`src/rtl/condition_unit_pkg.sv`:
```
// condition_unit_pkg
// Shared constants for the condition unit: condition-code encodings, the bit
// positions of N/Z/C/V inside a 4-bit flag word, the two-state FSM encoding
// and a helper that merges a flag update under a 2-bit field mask.
package condition_unit_pkg;

    localparam logic [3:0] COND_EQ = 4'b0000;
    localparam logic [3:0] COND_NE = 4'b0001;
    localparam logic [3:0] COND_CS = 4'b0010;
    localparam logic [3:0] COND_CC = 4'b0011;
    localparam logic [3:0] COND_MI = 4'b0100;
    localparam logic [3:0] COND_PL = 4'b0101;
    localparam logic [3:0] COND_VS = 4'b0110;
    localparam logic [3:0] COND_VC = 4'b0111;
    localparam logic [3:0] COND_HI = 4'b1000;
    localparam logic [3:0] COND_LS = 4'b1001;
    localparam logic [3:0] COND_GE = 4'b1010;
    localparam logic [3:0] COND_LT = 4'b1011;
    localparam logic [3:0] COND_GT = 4'b1100;
    localparam logic [3:0] COND_LE = 4'b1101;
    localparam logic [3:0] COND_AL = 4'b1110;
    localparam logic [3:0] COND_NV = 4'b1111;

    localparam int FLAG_N = 3;
    localparam int FLAG_Z = 2;
    localparam int FLAG_C = 1;
    localparam int FLAG_V = 0;

    typedef enum logic {
        ST_IDLE = 1'b0,
        ST_PEND = 1'b1
    } state_t;

    // mask[1] selects the N,Z field and mask[0] selects the C,V field.
    function automatic logic [3:0] merge_flags(input logic [3:0] base,
                                               input logic [3:0] upd,
                                               input logic [1:0] mask);
        logic [3:0] res;
        res = base;
        if (mask[1]) begin
            res[FLAG_N] = upd[FLAG_N];
            res[FLAG_Z] = upd[FLAG_Z];
        end
        if (mask[0]) begin
            res[FLAG_C] = upd[FLAG_C];
            res[FLAG_V] = upd[FLAG_V];
        end
        return res;
    endfunction

endpackage

```
`src/rtl/condition_unit_cond_check.sv`:
```
// cond_check
// Purely combinational condition-code decode.
// Ports:
//   cond  - 4-bit condition field
//   flags - {N,Z,C,V} flags to test against
//   pass  - high when the condition holds
module cond_check
    import condition_unit_pkg::*;
(
    input  logic [3:0] cond,
    input  logic [3:0] flags,
    output logic       pass
);

    logic n, z, c, v;

    // Decode the condition against the individual flag bits.
    always_comb begin
        n    = flags[FLAG_N];
        z    = flags[FLAG_Z];
        c    = flags[FLAG_C];
        v    = flags[FLAG_V];
        pass = 1'b0;
        case (cond)
            COND_EQ: pass = z;
            COND_NE: pass = !z;
            COND_CS: pass = c;
            COND_CC: pass = !c;
            COND_MI: pass = n;
            COND_PL: pass = !n;
            COND_VS: pass = v;
            COND_VC: pass = !v;
            COND_HI: pass = c && !z;
            COND_LS: pass = !c || z;
            COND_GE: pass = (n == v);
            COND_LT: pass = (n != v);
            COND_GT: pass = !z && (n == v);
            COND_LE: pass = z || (n != v);
            COND_AL: pass = 1'b1;
            default: pass = 1'b0;
        endcase
    end

endmodule

```
`src/rtl/condition_unit.sv`:
```
// condition_unit
// Gates the decoder's write enables by the instruction's condition, holds an
// ALU flag update for one cycle before committing it, and counts squashed
// instructions (saturating).
// Optional feature macro: FLAG_BYPASS_EN. When defined, a pending flag update
// is forwarded into condition evaluation so the unit never stalls; when
// undefined, a conditional instruction right behind a flag write stalls one
// cycle.
// Ports:
//   clk, reset                 - clock, synchronous active-high reset
//   inp_valid / out_ready      - instruction handshake
//   inp_cond                   - condition field
//   inp_flag_write             - bit1 updates N,Z; bit0 updates C,V
//   inp_reg_write/mem_write/pc_src - ungated enables
//   inp_alu_flags              - {N,Z,C,V} from the ALU
//   out_reg_write/mem_write/pc_src - gated enables
//   out_cond_ex                - condition passed
//   out_flags                  - committed {N,Z,C,V}
//   out_carry                  - carry for the ALU
//   out_squash_count           - squashed-instruction count
module condition_unit
    import condition_unit_pkg::*;
#(
    parameter int CNT_W = 8
) (
    input  logic             clk,
    input  logic             reset,
    input  logic             inp_valid,
    output logic             out_ready,
    input  logic [3:0]       inp_cond,
    input  logic [1:0]       inp_flag_write,
    input  logic             inp_reg_write,
    input  logic             inp_mem_write,
    input  logic             inp_pc_src,
    input  logic [3:0]       inp_alu_flags,
    output logic             out_reg_write,
    output logic             out_mem_write,
    output logic             out_pc_src,
    output logic             out_cond_ex,
    output logic [3:0]       out_flags,
    output logic             out_carry,
    output logic [CNT_W-1:0] out_squash_count
);

    localparam logic [CNT_W-1:0] CNT_ONE = {{(CNT_W-1){1'b0}}, 1'b1};
    localparam logic [CNT_W-1:0] CNT_MAX = {CNT_W{1'b1}};

    state_t     state, next_state;
    logic [3:0] pending_flags;
    logic [1:0] pending_mask;
    logic [3:0] eval_flags;
    logic       accept;
    logic       capture;
    logic       cond_pass;

    cond_check u_cond_check (
        .cond  (inp_cond),
        .flags (eval_flags),
        .pass  (cond_pass)
    );

    // State register: PEND means a flag update is waiting to commit.
    always_ff @(posedge clk) begin
        if (reset) begin
            state <= ST_IDLE;
        end else begin
            state <= next_state;
        end
    end

    // Evaluation flags, handshake, enable gating and next state.
    always_comb begin
        eval_flags = out_flags;
        out_ready  = 1'b1;
`ifdef FLAG_BYPASS_EN
        if (state == ST_PEND) begin
            eval_flags = merge_flags(out_flags, pending_flags, pending_mask);
        end
`else
        // Only AL may pass while the committed flags are one write stale.
        if ((state == ST_PEND) && inp_valid && (inp_cond != COND_AL)) begin
            out_ready = 1'b0;
        end
`endif
        out_cond_ex   = cond_pass;
        out_carry     = eval_flags[FLAG_C];
        accept        = inp_valid && out_ready;
        capture       = accept && cond_pass && (|inp_flag_write);
        out_reg_write = accept && cond_pass && inp_reg_write;
        out_mem_write = accept && cond_pass && inp_mem_write;
        out_pc_src    = accept && cond_pass && inp_pc_src;
        next_state    = capture ? ST_PEND : ST_IDLE;
    end

    // Flag pipeline and squash counter. A commit of the old pending value and
    // a capture of a new one may happen on the same edge.
    always_ff @(posedge clk) begin
        if (reset) begin
            out_flags        <= 4'b0000;
            pending_flags    <= 4'b0000;
            pending_mask     <= 2'b00;
            out_squash_count <= '0;
        end else begin
            if (state == ST_PEND) begin
                out_flags <= merge_flags(out_flags, pending_flags, pending_mask);
            end
            if (capture) begin
                pending_flags <= inp_alu_flags;
                pending_mask  <= inp_flag_write;
            end
            if (accept && !cond_pass && (out_squash_count != CNT_MAX)) begin
                out_squash_count <= out_squash_count + CNT_ONE;
            end
        end
    end

endmodule

```
`config.mk`:
```
export PLATFORM = sky130hd
export DESIGN_NAME = condition_unit
export DESIGN_NICKNAME = d
export VERILOG_FILES = /design/src/rtl/condition_unit_pkg.sv /design/src/rtl/condition_unit_cond_check.sv /design/src/rtl/condition_unit.sv
export SDC_FILE = /design/constraint.sdc
export NUM_CORES = 1
export LEC_CHECK = 0
export CAP_MARGIN = 20
export CORE_ASPECT_RATIO = 0.9
export CORE_MARGIN = 1.5
export CORE_UTILIZATION = 41
export CTS_CLUSTER_SIZE = 20
export DETAILED_ROUTE_END_ITERATION = 16
export PLACE_DENSITY = 0.74
export SKIP_LAST_GASP = 1
export SLEW_MARGIN = 15
export SYNTH_ARGS = -nofsm -noshare
export SYNTH_HDL_FRONTEND = slang
export SYNTH_SLANG_ARGS = --single-unit
```
`constraint.sdc`:
```
create_clock -name clk -period 2.3 [get_ports clk]
set_input_delay 0.46 -clock clk [delete_from_list [all_inputs] [get_ports clk]]
set_output_delay 0.46 -clock clk [all_outputs]
set_load 0.03 [all_outputs]
```
==> results.json, run 1 <==
{
  "leakagePower_nw": 0.649,
  "async_reset_ff_share_pct": 0,
  "routedWlPerCell_um": 14.4,
  "dp.cells": 208,
  "status": "finished, violations left",
  "clock_skew_ns": 0.00576,
  "clkTransAtPathRegs_ns": 0.11,
  "drtAntennaViolNets": 0,
  "grt-busiest-layer": "met2",
  "ys_sh_adder_pct": 1.11,
  "yosys.area.top_type_share_pct": 33.9,
  "seq_power_share_pct": 48.3,
  "dpl.hpwl_mm": 2.31,
  "layout_top_cell": "buf_4",
  "pwr_density_cell_nw_per_um2": 416,
  "setup_viol": 4,
  "crit_fanout": 7,
  "final_layout_top_logic_cells": "buf_4 (28), clkdlybuf4s50_1 (24), dfxtp_1 (17)",
  "clockRootBuffer": "clkbuf_4",
  "rows": 17,
  "setup_slack_ns": -0.0764,
  "maxSlewViolCount": 0,
  "drc": 3,
  "violations": "DRC, setup timing",
  "drive_above_1_share_pct": 29.3,
  "top_power_group": "registers",
  "mux_share_pct": 6.35,
  "cts_buffer_depth": 2,
  "synth_nets": 149,
  "synth.largest_area_cell": "dfxtp_1",
  "highest_layer": "met4",
  "topCellsByArea": "dfxtp_1 (34%), mux2i_1 (5.3%), nor2b_1 (4.5%)",
  "p_int_w": 0.000507,
  "hold_class": "flip-flop to flip-flop",
  "grt-ovfl-total": 0,
  "postSynthSeqShare_pct": 33.9,
  "fin_crit_ns": 2.38,
  "die_h_um": 52.7,
  "endpoint": "out_reg_write",
  "p_clk_share_pct": 24.8,
  "grt_pass1_wl_mm": 5.23,
  "syn2layout_area_growth_pct": 54.2,
  "worst_pin_slew_ns": 0.386,
  "critical_path.endpoint_type": "primary output"
}
==> run 1: cell type report <==
class	count	area share [%]
Clock buffer	3	1.30
Inverter	4	0.866
Clock inverter	1	0.433
Sequential cell	19	22.4
Tap cell	28	2.02
Timing Repair Buffer	60	30.3
Multi-Input combinational cell	101	42.7
==> run 1: timing repair <==
item                       in CTS  in global routing
setup endpoints to repair      16                  4
pin swaps                       4                  3
setup buffers                   3                  1
cloned                          0                  0
resized                        17                  6
==> run 1: critical path, stage by stage, from the launching register on <==
cell and delay (ns):
dfxtp_4 0.40, and4bb_1 0.33, a21oi_1 0.07, a311o_2 0.41, nand3_4 0.11, and3_4 0.18
buf_6 0.12
==> run 1: state kept, by name, indices dropped and copies added, names as in the netlist <==
name              count
pending_mask          2
pending_flags         4
out_squash_count      8
out_flags             4
state                 1
**Run 1: clock routing**

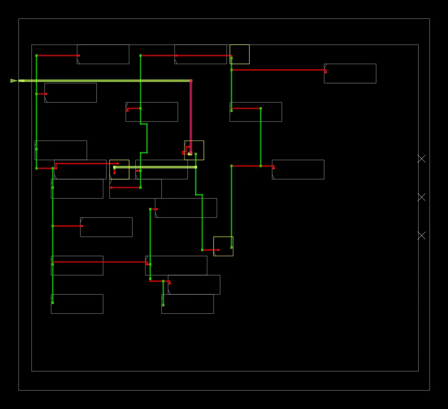
Worst-Skew Late Latency: 0.30 ns
power in the clock group: 0.000179 W
clock sink total: 19
flip-flops: 19

**Run 1: sequential cells grouped by signal name**

Drawn at 6 px/um. Other sequential cells in the stronger gray, the rest of the logic in the fainter gray.
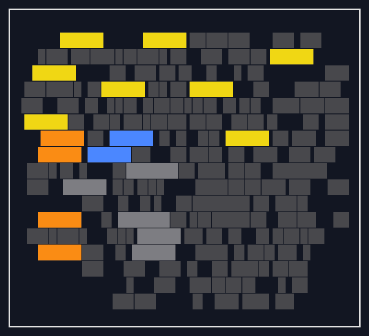
Key: pending_flags = orange [placed flops 4, where left middle]; pending_mask = blue [placed flops 2]; out_squash_count = yellow [placed flops 8]
Another 5 sequential cells are not colored.
final core occ: 68.5%
total area of sequential cells: 388 sq um
flop share of the area: 22.4%

**Run 1: wiring heat map**

Drawn at 6 px/um. 12 x 11 tiles, from black (low) to pale yellow (high), scaled to the fullest tile. Values are wire area over tile area, all layers added.
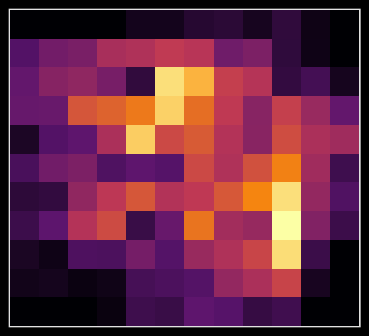
22% of the tiles are over half the peak. The emptiest ninth of the die: bottom left. 9.8% of the tiles are nearly empty. The fullest tile reaches 0.50. The mean over all tiles is 0.16.
final WL: 3.11 mm
Total GRT Usage: 22.2%
via count: 1198

## Run 2: what changed since run 1
--- a/config.mk
+++ b/config.mk
@@ -11,6 +11,7 @@
 export CORE_UTILIZATION = 41
 export CTS_CLUSTER_SIZE = 20
 export DETAILED_ROUTE_END_ITERATION = 16
+export GPL_ROUTABILITY_DRIVEN = 0
 export PLACE_DENSITY = 0.74
 export SKIP_LAST_GASP = 1
 export SLEW_MARGIN = 15
**Run 2: sizing map**

Drawn at 8 px/um.
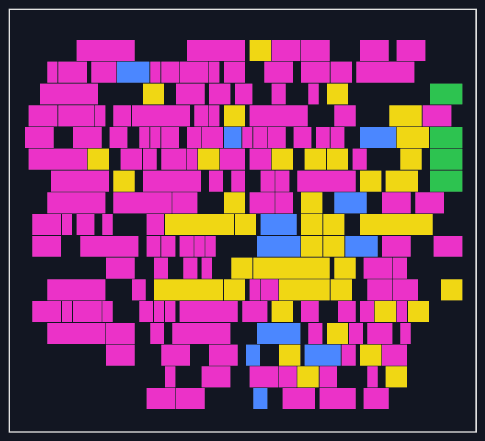
Key: x2 = blue [cells 11, share 5.9%]; x6 and larger = green [cells 4, share 2.1%]; x1 and smaller = magenta [cells 133, share 71%]; x3 and x4 = yellow [cells 40, share 21%]

==> results.json, run 2 <==
{
  "grtUsageTotal_pct": 22.2,
  "reg.largest.list": "out_squash_count (8), out_flags (4), pending_flags (4)",
  "routed_wl_mm": 3.11,
  "regMostFlops": "out_squash_count",
  "final_layout_top_logic_cells": "buf_4 (28), clkdlybuf4s50_1 (24), dfxtp_1 (17)",
  "post_cts_buffers": 3,
  "ys_sh_adder_pct": 1.11,
  "well_tap_count": 28,
  "setup_viol": 4,
  "ff_count": 19,
  "comb_area_share_pct": 42.7,
  "biggestCellCategory": "logic gates",
  "setup_slack_ns": -0.0764,
  "nonClkBufAreaFrac_pct": 30.3,
  "clock_skew_ns": 0.00576,
  "largest_reg_flops": 8,
  "worst_pin_slew_ns": 0.386,
  "topCellsByArea": "dfxtp_1 (34%), mux2i_1 (5.3%), nor2b_1 (4.5%)",
  "crit_fanout": 7,
  "violations": "DRC, setup timing",
  "maxSlewViolCount": 0,
  "clkTransAtPathRegs_ns": 0.11,
  "mux_share_pct": 6.35,
  "dp.cells": 208,
  "final-clk-cell-share_pct": 1.73,
  "drc": 3,
  "nClkBuffers": 3,
  "synth_nets": 149,
  "grt_pass1_wl_mm": 5.23,
  "status": "finished, violations left",
  "drive_above_1_share_pct": 29.3
}
**Run 2: wiring heat map**

Drawn at 6 px/um. 12 x 11 tiles, from black (low) to pale yellow (high), scaled to the fullest tile. Values are wire area over tile area, all layers added.
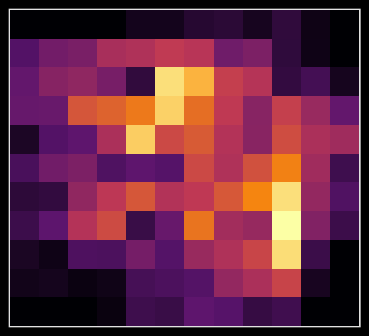
The mean over all tiles is 0.16. 22% of the tiles are over half the peak. The fullest tile reaches 0.50. The emptiest ninth of the die: bottom left.
routed length per instance: 14.4 um

## run 2: cell counts after synthesis
No cell type changed its count.
## run 2: worst max-delay path: cells and delay by family, from the launching register on
family	cells	cell delay, ns
flops	1	0.40
simple gates	3	0.62
buf+inv	1	0.12
compound gates	2	0.48
## run 2: report_power, final
part / switching [W] / internal (W) / total, W
registers: 0.0000105 / 0.000338 / 0.000348
clock network: 0.000113 / 0.0000662 / 0.000179
logic: 0.0000910 / 0.000103 / 0.000194
## run 2: per-layer routing
layer  wire length (um)  vias to the layer above  track usage, %
met5                  0                        -               0
met4                 42                        0            6.20
met3                129                        6            5.19
met2               1550                       30            40.3
met1               1390                      563            26.1
li1                   -                      599               -
No activity file was given, so power comes from the tool's default toggle rates.
